===== src/rtl/stream_upsize.sv =====
// Packs IN_W-bit beats into RATIO-lane words with a keep mask; s_last flushes a partial word.
// One cycle from completing beat to m_valid_o; input stalls only while an unaccepted output is held.
module stream_upsize #(
    parameter int IN_W  = 8,
    parameter int RATIO = 4,
    localparam int CNT_W = $clog2(RATIO)
) (
    input  logic                    clk_i,
    input  logic                    rst_i,
    input  logic [IN_W-1:0]         s_data_i,
    input  logic                    s_last_i,
    input  logic                    s_valid_i,
    output logic                    s_ready_o,
    output logic [IN_W*RATIO-1:0]   m_data_o,
    output logic [RATIO-1:0]        m_keep_o,
    output logic                    m_last_o,
    output logic                    m_valid_o,
    input  logic                    m_ready_i
);
    localparam logic [CNT_W-1:0] CNT_MAX = CNT_W'(RATIO - 1);

    logic [(RATIO-1)*IN_W-1:0] acc_q;
    logic [CNT_W-1:0]          cnt_q;
    logic                      accept;
    logic                      complete;
    logic [IN_W*RATIO-1:0]     word_d;
    logic [RATIO-1:0]          keep_d;

    // Output register may be refilled on the same edge it drains, so no bubble between words.
    assign s_ready_o = !m_valid_o || m_ready_i;
    assign accept    = s_valid_i && s_ready_o;
    assign complete  = accept && (s_last_i || cnt_q == CNT_MAX);

    always_comb begin
        word_d = '0;
        keep_d = '0;
        for (int k = 0; k < RATIO - 1; k++) begin
            if (k < int'(cnt_q)) begin
                word_d[k*IN_W +: IN_W] = acc_q[k*IN_W +: IN_W];
            end
        end
        word_d[int'(cnt_q)*IN_W +: IN_W] = s_data_i;
        for (int k = 0; k < RATIO; k++) begin
            keep_d[k] = (k <= int'(cnt_q));
        end
    end

    always_ff @(posedge clk_i) begin
        if (rst_i) begin
            acc_q     <= '0;
            cnt_q     <= '0;
            m_data_o  <= '0;
            m_keep_o  <= '0;
            m_last_o  <= 1'b0;
            m_valid_o <= 1'b0;
        end else if (complete) begin
            m_data_o  <= word_d;
            m_keep_o  <= keep_d;
            m_last_o  <= s_last_i;
            m_valid_o <= 1'b1;
            acc_q     <= '0;
            cnt_q     <= '0;
        end else begin
            if (accept) begin
                acc_q[int'(cnt_q)*IN_W +: IN_W] <= s_data_i;
                cnt_q <= cnt_q + CNT_W'(1);
            end
            if (m_valid_o && m_ready_i) begin
                m_valid_o <= 1'b0;
            end
        end
    end
endmodule


===== config.mk =====
export PLATFORM = sky130hd
export DESIGN_NAME = stream_upsize
export DESIGN_NICKNAME = d
export VERILOG_FILES = /design/src/rtl/stream_upsize.sv
export SDC_FILE = /design/constraint.sdc
export NUM_CORES = 1
export LEC_CHECK = 0
export CORE_ASPECT_RATIO = 0.9
export CORE_UTILIZATION = 47
export DETAILED_ROUTE_END_ITERATION = 8
export GPL_TIMING_DRIVEN = 0
export PLACE_DENSITY = 0.76
export SYNTH_ARGS = -nofsm -noshare
export SYNTH_HDL_FRONTEND = slang
export SYNTH_SLANG_ARGS = --single-unit

===== constraint.sdc =====
create_clock -name clk_i -period 2.1 [get_ports clk_i]
set_clock_uncertainty 0.15 [all_clocks]
set_input_delay 0.21 -clock clk_i [delete_from_list [all_inputs] [get_ports clk_i]]
set_output_delay 0.21 -clock clk_i [all_outputs]
set_load 0.02 [all_outputs]

==> out/metrics.yaml <==
outcome: "finished with violations"
violations: "design-rule violations"
num_rows: 26
remaining_drc_errors: 10
clk_pin_slew_ps: 70
clock_tree.root_cell: "clkbuf_8"
fa_ha_area_frac: 0.0265
dp_cells: 426
grtUsageMet2: 0.441
xor_share: 0
p_clk_frac: 0.347
insertedDiodeCount: 0
first_pass_iters: 7
synth.top_cell.area_share: 0.452
mux_share: 0
ys_types: 31
timing.final.ws_setup_ps: 54.8
grt_max_degree: 17
drtIter0Drc: 336
ys_top_cells_by_count: "64 x dfxtp_1, 29 x a21oi_1, 28 x a31oi_1, 26 x a211oi_1, 24 x nand4_1"
preCtsSetupSlack_ps: -332
critPathKind: "reg -> reg"
period_used_share: 0.974
ys_ff: 64
first_global_vias: 2555
area_leaders: "dfxtp_1 45%, a211oi_1 6.9%, a31oi_1 6.2%"
ys_area_sq_um: 2830
==> per-layer routing <==
metal | vias to the layer above | share of wire
li1 | 1339 | -
met1 | 1358 | 0.44
met2 | 154 | 0.45
met3 | 11 | 0.094
met4 | 0 | 0.011
met5 | - | 0
==> power groups by stage <==
stage	combinational, W	sequential (W)	clock (W)
2_1_floorplan	0.000215	0.00136	0
4_1_cts	0.000439	0.00129	0.000949
6_report	0.000465	0.00129	0.000931
3_5_place_dp	0.000436	0.00132	0
5_1_grt	0.000495	0.00129	0.00100
3_3_place_gp	0.000429	0.00131	0
==> final cells by class <==
type | instances | area share
inverters | 7 | 0.00812
plain buffers | 38 | 0.0518
well taps | 70 | 0.0237
repair buffers | 56 | 0.148
flip-flops and latches | 64 | 0.349
multi-input cells | 195 | 0.374
clock buffers | 15 | 0.0450
==> state kept, by name, summed over array words and instances (netlist names) <==
signal	flops
m_keep_o	4
m_data_o	32
m_valid_o	1
acc_q	24
m_last_o	1
cnt_q	2
==> final timing paths <==
path,endpoint,slack [ps],from,depth (start not counted)
worst max register to register,m_data_o[24],50,cnt_q[0],6
worst min register to register,acc_q[6],320,acc_q[6],2
worst min-delay path,acc_q[6],320,acc_q[6],2
worst max-delay path,m_data_o[24],50,cnt_q[0],6
==> worst max-delay path, cell delays in order, from the launching register on <==
cell,delay [ps]
dfxtp_4,390
clkinvlp_4,150
ha_4,260
or4b_4,560
nor4_4,160
buf_6,170
a22o_1,140
==> cells by family (layout without fill, tap and decap cells) <==
| family | after synthesis | after routing |
|---|---|---|
| fa+ha+maj | 6 | 6 |
| flops | 64 | 64 |
| compound gates | 144 | 144 |
| simple gates | 45 | 45 |
| buf+inv | 47 | 116 |
==> what timing repair did <==
action,4_1_cts,5_1_grt
setup buffers,2,4
gates resized,5,23
pin swaps,2,3
endpoints found under the setup margin,21,52
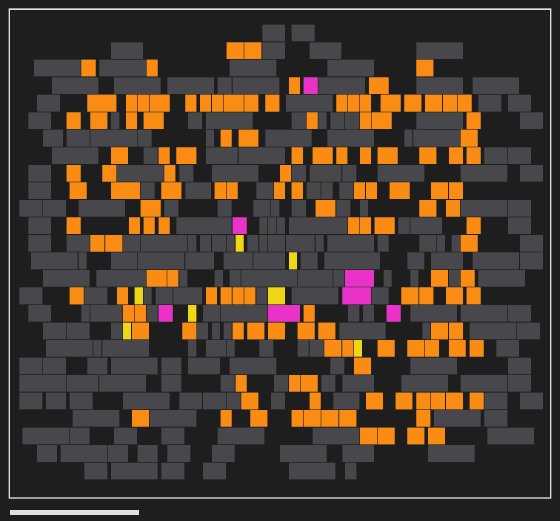
(images/logic_types.png)
Bar = 20 um.
colour	family	cells
magenta	and/or cells	7
yellow	inv cells	7
orange	aoi and oai cells	135

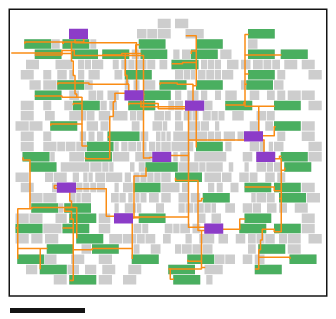
(images/clk_routes.png)
Bar = 20 um.
[green] flip-flops | count: 64
[orange] clock wires | length: 812 um
[purple] clock drivers | count: 9
flops lie	all over the die

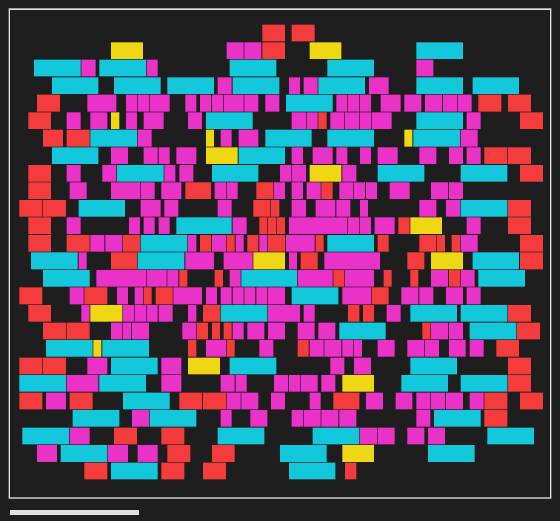
(images/placement_by_type.png)
Bar = 20 um.
colour	class	cells	share of their area
red	remaining buffers and delay cells	94	20%
yellow	clock drivers and dummy loads	15	4.6%
cyan	sequential cells	64	36%
magenta	combinational and other logic	202	39%

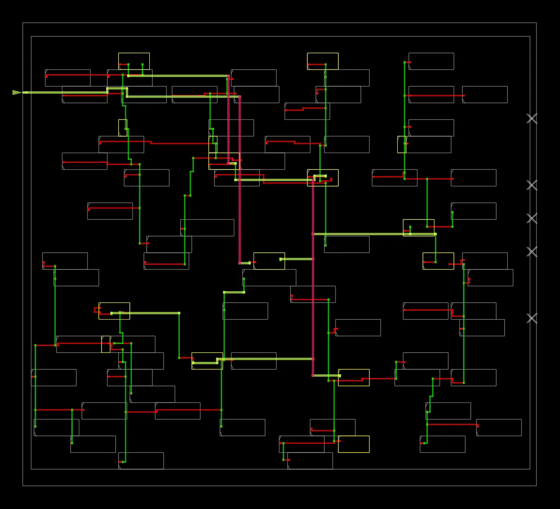
(images/clocks.png)
clk_lat worst skew: 340 ps
CTS Sinks: 64
Flop Count: 64
CLK BUF: 15

Power figures rest on the tool's default switching activity, not on a simulated workload.
